==> run_1/registers.png <==
Bar = 50 um. Other sequential cells in the stronger grey, the rest of the logic in the fainter grey.
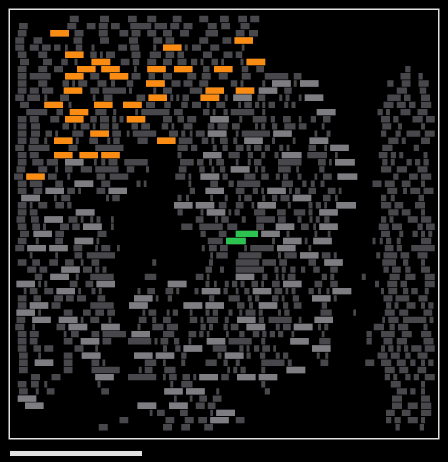
==> run_1/metal_stack.png <==
Two of the layers only.
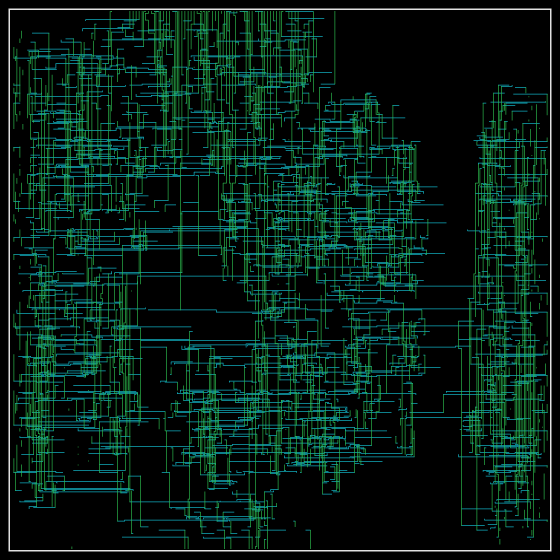
==> run_1/gate_families.png <==
Bar = 50 um.
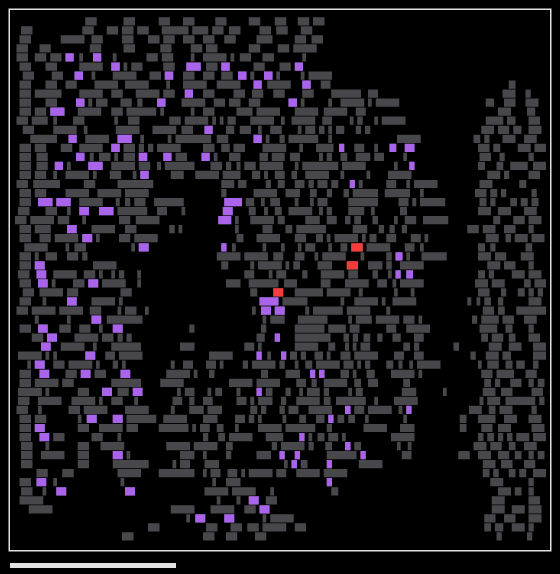
### src/rtl/mem_port_arbiter.sv
// mem_port_arbiter
// Shares one single-port unified memory between the core's instruction-fetch
// port (i_*) and its load/store port (d_*). When both ports request, the data
// port wins. After MAX_D_BURST data grants in a row with a fetch still waiting,
// the fetch is forced to win. Each access is a req/ack handshake with
// variable-latency memory. A hung access is aborted after TIMEOUT cycles.
//
// Ports:
//   clk, clr          clock; synchronous active-high reset
//   i_req/i_addr      fetch request (held until i_done) and fetch address
//   i_rdata/i_done    fetched word, valid with the single-cycle i_done pulse
//   d_req/d_we        data request (held until d_done); 1=store, 0=load
//   d_addr/d_wdata    data address and store data
//   d_rdata/d_done    load data, valid with the single-cycle d_done pulse
//   mem_req/mem_we    memory request and write enable (held for the whole access)
//   mem_addr/mem_wdata  memory address and write data, latched at grant
//   mem_rdata/mem_ack memory read data and one-cycle completion
//   grant_d           high while the data port owns memory
//   err               one-cycle pulse after a timeout abort
module mem_port_arbiter #(
   parameter int unsigned MAX_D_BURST = 4,
   parameter int unsigned TIMEOUT     = 1023
) (
   input  logic        clk,
   input  logic        clr,
   input  logic        i_req,
   input  logic [31:0] i_addr,
   output logic [31:0] i_rdata,
   output logic        i_done,
   input  logic        d_req,
   input  logic        d_we,
   input  logic [31:0] d_addr,
   input  logic [31:0] d_wdata,
   output logic [31:0] d_rdata,
   output logic        d_done,
   output logic        mem_req,
   output logic        mem_we,
   output logic [31:0] mem_addr,
   output logic [31:0] mem_wdata,
   input  logic [31:0] mem_rdata,
   input  logic        mem_ack,
   output logic        grant_d,
   output logic        err
);

   typedef enum logic [1:0] {
      IDLE   = 2'd0,
      I_BUSY = 2'd1,
      D_BUSY = 2'd2
   } arbState_t;

   arbState_t   stateReg;
   arbState_t   stateNext;
   logic [31:0] burstCnt;
   logic [31:0] timeoutCnt;
   logic        errReg;
   logic        busy;
   logic        pickD;
   logic        pickI;
   logic        timeoutHit;

   always_comb begin
      stateNext = stateReg;
      i_done    = 1'b0;
      d_done    = 1'b0;
      i_rdata   = '0;
      d_rdata   = '0;
      busy      = (stateReg != IDLE);
      // Data has priority unless it has used up its burst allowance while a
      // fetch is waiting.
      pickD     = d_req && (!i_req || (burstCnt < MAX_D_BURST));
      pickI     = !pickD && i_req;
      // An ack in the threshold cycle takes precedence over the abort.
      timeoutHit = (TIMEOUT != 0) && busy && !mem_ack &&
                   (timeoutCnt == TIMEOUT - 1);

      case (stateReg)
         IDLE: begin
            if (pickD) begin
               stateNext = D_BUSY;
            end else if (pickI) begin
               stateNext = I_BUSY;
            end
         end
         I_BUSY: begin
            if (mem_ack) begin
               i_done    = 1'b1;
               i_rdata   = mem_rdata;
               stateNext = IDLE;
            end else if (timeoutHit) begin
               stateNext = IDLE;
            end
         end
         D_BUSY: begin
            if (mem_ack) begin
               d_done    = 1'b1;
               d_rdata   = mem_rdata;
               stateNext = IDLE;
            end else if (timeoutHit) begin
               stateNext = IDLE;
            end
         end
         default: stateNext = IDLE;
      endcase
   end

   always_ff @(posedge clk) begin
      if (clr) begin
         stateReg   <= IDLE;
         mem_addr   <= '0;
         mem_we     <= 1'b0;
         mem_wdata  <= '0;
         burstCnt   <= '0;
         timeoutCnt <= '0;
         errReg     <= 1'b0;
      end else begin
         stateReg <= stateNext;
         errReg   <= timeoutHit;
         if (stateReg == IDLE) begin
            // Clearing in IDLE means every BUSY entry starts from zero.
            timeoutCnt <= '0;
            // The winner's request is latched so memory sees stable signals
            // even if the requester changes its inputs mid-access.
            if (pickD) begin
               mem_addr  <= d_addr;
               mem_we    <= d_we;
               mem_wdata <= d_wdata;
            end else if (pickI) begin
               mem_addr  <= i_addr;
               mem_we    <= 1'b0;
               mem_wdata <= '0;
            end
            if (pickD && i_req) begin
               if (burstCnt < MAX_D_BURST) begin
                  burstCnt <= burstCnt + 32'd1;
               end
            end else if (pickI || !i_req) begin
               burstCnt <= '0;
            end
         end else if (!mem_ack) begin
            timeoutCnt <= timeoutCnt + 32'd1;
         end
      end
   end

   assign mem_req = (stateReg != IDLE);
   assign grant_d = (stateReg == D_BUSY);
   assign err     = errReg;

endmodule

### config.mk
export PLATFORM = sky130hd
export DESIGN_NAME = mem_port_arbiter
export DESIGN_NICKNAME = d
export VERILOG_FILES = /design/src/rtl/mem_port_arbiter.sv
export SDC_FILE = /design/constraint.sdc
export NUM_CORES = 1
export LEC_CHECK = 0
export CELL_PAD_IN_SITES_DETAIL_PLACEMENT = 1
export CELL_PAD_IN_SITES_GLOBAL_PLACEMENT = 2
export CORE_MARGIN = 1
export CORE_UTILIZATION = 24
export DETAILED_ROUTE_END_ITERATION = 12
export GPL_ROUTABILITY_DRIVEN = 1
export GPL_TIMING_DRIVEN = 0
export PLACE_DENSITY = 0.84
export SLEW_MARGIN = 20
export SYNTH_ARGS = -nofsm -noshare
export SYNTH_HDL_FRONTEND = slang
export SYNTH_SLANG_ARGS = --single-unit
### constraint.sdc
create_clock -name clk -period 2 [get_ports clk]
set_input_delay 0.4 -clock clk [delete_from_list [all_inputs] [get_ports clk]]
set_output_delay 0.4 -clock clk [all_outputs]
set_load 0.02 [all_outputs]
==> run notes, run 1 <==
flow finished, numbers: result of the run=finished, final reports clean, Detailed Route WL=23700 um, Logic pwr share=23.5%, Clock Sink Count=132, total of hold buffers inserted after clock tree synthesis=0, area fraction in compound gates=12.6%, count of different cell masters after synthesis=39, total tool warning count=31, portion of the post-synthesis area used by sequential elements=42.7%, part of the total power dissipated in sequential elements=33.4%, relative contribution of the clock network to total power=43.1%, type of element capturing the critical path=flop, setup repair after global routing missed its margin=yes, Hold WC Path Type=in -> reg, number of optimization iterations in the first detailed-route pass=4, remaining global-route overflow=0, wire length of the first global-routing pass=36000 um, xor/xnor cell area share of the yosys netlist=6.23%, diode insertion count for antenna repair=0, DRC violations left=0, terminating pin of the worst hold path=timeoutCnt[2], fraction of the mapped netlist area in adder cells=1.21%, main logic family after synthesis=simple AND/OR/NAND/NOR gates, simple-gate share of the synthesized area=27.1%, Max-Slew Margin vs Limit=56.4%, layout overhead on the synthesized area=69.2%, R2R Path Start=burstCnt[9], pre-CTS WS=-836 ps, worst vdd ir=0.000495 V, share of final-layout standard cells stronger than drive strength 1=23.4%, number of global-route vias before repair=6652, Syn. warnings=0, kind of cell with the highest combined delay on the critical path=simple AND/OR/NAND/NOR gates, estimated wirelength of the detail-placed design=17200 um, total number of nets in the final design=1144, Crit Path Class=reg -> reg, summed standard-cell area reported by yosys=6180 um^2, First DRT Iteration DRCs=246, reported leakage power=4.00 nW, die area=26400 um^2, hold violation count in the final report=0, insertion delay at the late pin of the worst-skew pair=420 ps, floorplan core area=25300 um^2, Inserted Clock Buffers=17, worst path cell trace=nor4b_2 -> nand4_1 -> o2bb2ai_2 -> buf_4 -> buf_6 -> mux2i_1 -> a211oi_1
Back to the opening pictures, registers.png:
green -> stateReg  # placed flops 2
orange -> mem_addr  # placed flops 32
register area: 2650 um^2
Seq. pwr: 2.90 mW
final core utilization: 41.4%

Back to the opening pictures, metal_stack.png:
green -> met2  # wire length 11600 um
cyan -> met1  # wire length 9730 um
routed length per placed instance: 17.6 um
Total GRT Usage: 17.4%

Back to the opening pictures, gate_families.png:
red -> AND-OR and OR-AND gates  # cells 3
purple -> inverting AOI/OAI gates  # cells 97
tally of non-filler cells in the final layout: 1347
most used logic cell in the final layout: clkdlybuf4s50_1

run 1: worst register-to-register path: cells and delay by family (launching register included):
kind,cells,cell delay [ps]
AND/OR/NAND/NOR,2,550
flip-flops,1,360
buffers and inverters,2,350
AND-OR/OR-AND,2,340
multiplexers,1,270
run 1: through the flow:
| step | util, % | setup TNS (ps) | total power, mW |
|---|---|---|---|
| 5_1_grt | 41.4 | -960 | 9.06 |
| 3_5_place_dp | 36.6 | -83470 | 4.80 |
| 6_report | 41.4 | 0 | 8.69 |
| 4_1_cts | 39.3 | -3.39 | 8.63 |
| 2_1_floorplan | - | 0 | 3.82 |
| 3_3_place_gp | 36.6 | -79690 | 4.77 |
run 1: final cells by class:
class / count / area, um^2 / area share (%)
multi-input cells: 504 / 3600 / 34.4
repair buffers: 278 / 2660 / 25.4
flip-flops and latches: 132 / 2650 / 25.4
clock buffers: 19 / 453 / 4.33
well taps: 330 / 413 / 3.95
plain buffers: 58 / 383 / 3.66
clock inverters: 13 / 253 / 2.42
inverters: 13 / 53.8 / 0.514
run 1: power groups by stage:
stage	clock, mW	sequential [mW]	combinational (mW)
after floorplan	0	3.13	0.688
after global placement	0	2.94	1.82
after detailed placement	0	2.95	1.85
after CTS	3.83	2.90	1.90
after global routing	3.95	2.92	2.19
final	3.75	2.90	2.05
run 1: cells in the mapped netlist, types with 13 or more instances:
cell type | count | area (um^2)
nand2_1 | 21 | 78.8
a32oi_1 | 34 | 298
nor4_1 | 16 | 100
xnor2_1 | 31 | 272
nand3_1 | 22 | 110
xor2_1 | 13 | 114
a21oi_1 | 14 | 70.1
inv_1 | 13 | 48.8
and3_1 | 67 | 419
dfxtp_1 | 132 | 2640
mux2i_1 | 32 | 320
a211oi_1 | 26 | 195
nor2_1 | 130 | 488
clkbuf_1 | 42 | 158
run 1: registers in the layout (all words and copies together), names as in the netlist:
register,cells
burstCnt,32
err,1
mem_addr,32
mem_wdata,32
mem_we,1
stateReg,2
timeoutCnt,32
run 1: worst max path at each step:
stage | startpoint | end | slack, ps | cells after the start
floorplan | stateReg[0] | mem_addr[15] | 110 | 7
global placement | d_req | mem_addr[23] | -850 | 8
detailed placement | d_req | mem_addr[23] | -840 | 8
CTS | burstCnt[16] | mem_addr[20] | -3 | 7
global route | stateReg[0] | d_rdata[7] | -60 | 6
finish | burstCnt[9] | mem_addr[15] | 0.7 | 7
run 1: kinds of logic (layout without fill, tap and decap cells):
logic type	count (synthesis)	count (layout)
compound gates	100	100
xor+xnor	44	44
fa+ha+maj	6	6
buf+inv	71	381
flops	132	132
mux	32	32
simple gates	322	322
run 1: what timing repair did:
action,4_1_cts,5_1_grt
gates cloned,0,2
resized,323,152
setup endpoints to repair,161,154
pin swaps,6,8
setup buffers,7,4
run 1: layer usage:
metal | vias to the layer above | GRT usage, % | share of wire [%]
li1 | 3140 | - | -
met1 | 3116 | 20.1 | 41
met2 | 239 | 30.2 | 49
met3 | 24 | 6.11 | 8.6
met4 | 0 | 5.01 | 1.5
met5 | - | 0 | 0
==> run 2: changes to the inputs <==
Settings changed: REMOVE_ABC_BUFFERS set to 1.
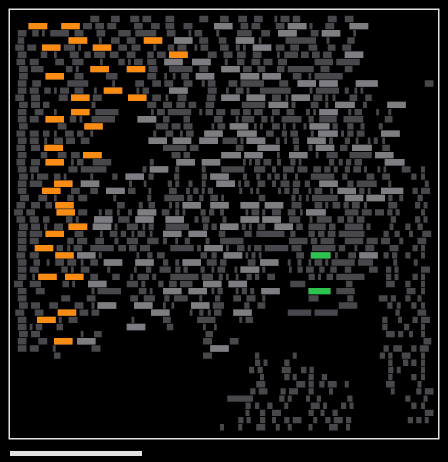
(run_2/registers.png)
Bar = 50 um. Other sequential cells in the stronger grey, the rest of the logic in the fainter grey.
orange -> mem_addr  # placed flops 32
green -> stateReg  # placed flops 2
not coloured = 98
register share of the cell area: 25.8%
register area: 2670 um^2

==> run notes, run 2 <==
flow finished, numbers: worst path cell trace=clkdlybuf4s15_1 -> nor4b_4 -> nand4_1 -> buf_4 -> buf_4 -> nor3_4 -> o21bai_4 -> o21ba_2, DRC violations left=0 (unchanged), routed length per placed instance=17.7 um (+0.76%), GR peak layer=met2, Max-Slew Margin vs Limit=49.8% (-6.6 points), remaining global-route overflow=0 (unchanged), total number of nets in the final design=1130 (-1.2%), dominant cell by count in the synthesized netlist=dfxtp_1, most numerous cell types in the synthesized netlist=132 x dfxtp_1, 130 x nor2_1, 67 x and3_1, result of the run=finished, final reports clean, share of final-layout standard cells stronger than drive strength 1=21.8% (-1.6 points), hold violation count in the final report=0 (unchanged), Syn. warnings=0 (unchanged), summed negative setup slack over all endpoints=0 ps (unchanged), total of hold buffers inserted after clock tree synthesis=0 (unchanged), layout overhead on the synthesized area=67.1%, most used logic cell in the final layout=clkdlybuf4s50_1, number of optimization iterations in the first detailed-route pass=4 (unchanged), total tool warning count=29 (-6.5%), floorplan core area=25300 um^2 (unchanged), type of element capturing the critical path=flop, die area=26400 um^2 (unchanged), Crit Path Class=in -> reg, number of global-route vias before repair=6355 (-4.5%), estimated wirelength of the detail-placed design=14800 um (-14%), First DRT Iteration DRCs=195 (-21%), routing usage on met1=21.0% (+0.95 points), summed standard-cell area reported by yosys=6180 um^2 (unchanged), Largest cells by area=dfxtp_1 43%, nor2_1 7.9%, and3_1 6.8%, Hold WC Path Type=in -> reg, Total GRT Usage=17.2% (-0.23 points), area taken by multi-input logic gates=3560 um^2 (-1.1%)
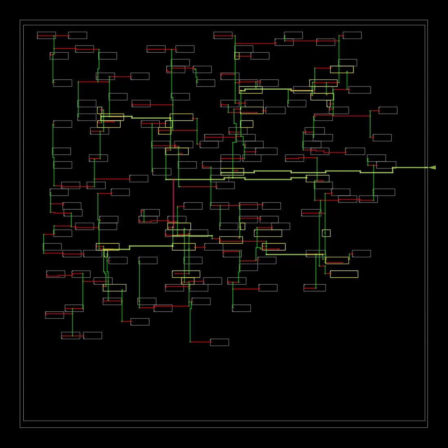
(run_2/final_clocks.png)
Clock Sink Count: 132
Inserted Clock Buffers: 17
seq_cells: 132
clock skew after layout: 7.69 ps
insertion delay at the late pin of the worst-skew pair: 420 ps

-- run 2: cell types whose count changed in the layout (fill, tap and decap cells not counted), sizes merged, moves of 2 or more --
| cell | change |
|---|---|
| buf | +18 |
| bufbuf | +2 |
| bufinv | -3 |
| clkbuf | -33 |
| o21bai | +2 |
-- run 2: report_power, final --
group	switching, mW	total, mW	internal, mW
Combinational	1.08	2.11	1.04
Clock	1.17	3.34	2.18
Sequential	0.0993	2.90	2.80
Total	2.34	8.35	6.01
-- run 2: stage by stage --
stage               utilization (%)  hold WS, ps  total power, mW  area [um^2]  std cells
floorplan                         -          453             3.75         5930        649
global placement               35.7          465             4.71         9010       1246
detailed placement             36.6          478             4.80         9240       1254
CTS                            40.6          380             8.40        10200       1316
global route                   40.9          414             8.72        10300       1332
finish                         40.9          397             8.35        10300       1332
-- run 2: how the worst max path moves through the flow --
stage	from	endpoint	slack, ps	cells after the start
after floorplan	stateReg[0]	mem_addr[19]	-2320	6
after global placement	stateReg[0]	mem_addr[20]	-4170	6
after detailed placement	d_req	mem_addr[20]	-980	8
after CTS	burstCnt[12]	burstCnt[17]	-0.9	6
after global routing	stateReg[1]	burstCnt[23]	-40	8
final	d_req	burstCnt[29]	30	8
-- run 2: worst max-delay path, delay by kind of cell --
kind | cells | cell delay, ps
and+or+nand+nor | 3 | 770
buffers and inverters | 3 | 720
AOI/OAI and AO/OA | 2 | 440
-- run 2: repair_timing --
action | CTS | global route
pin swaps | 12 | 13
setup buffers | 26 | 15
gates resized | 271 | 73
cloned | 5 | 2
endpoints found under the setup margin | 186 | 106
-- run 2: cells by family after synthesis --
kind of cell | count (synthesis) | synth area share, %
buffers and inverters | 71 | 4.92
flip-flops | 132 | 42.7
AND/OR/NAND/NOR | 322 | 27.1
AND-OR/OR-AND | 100 | 12.6
XOR/XNOR | 44 | 6.23
multiplexers | 32 | 5.18
adder cells (fa/ha/maj) | 6 | 1.21
-- run 2: area by class of cell --
cell class / count / area share, %
clock buffers: 22 / 4.59
clock inverters: 9 / 1.47
inverters: 13 / 0.533
multi-input cells: 507 / 34.4
flip-flops and latches: 132 / 25.8
well taps: 330 / 4.00
repair buffers: 319 / 29.1
-- run 2: routing by layer --
layer | vias up | share of wire [%]
met5 | - | 0
met4 | 0 | 0.58
met2 | 196 | 49
met1 | 3057 | 43
met3 | 17 | 7.2
li1 | 3116 | -
Power and IR drop assume default switching activity.
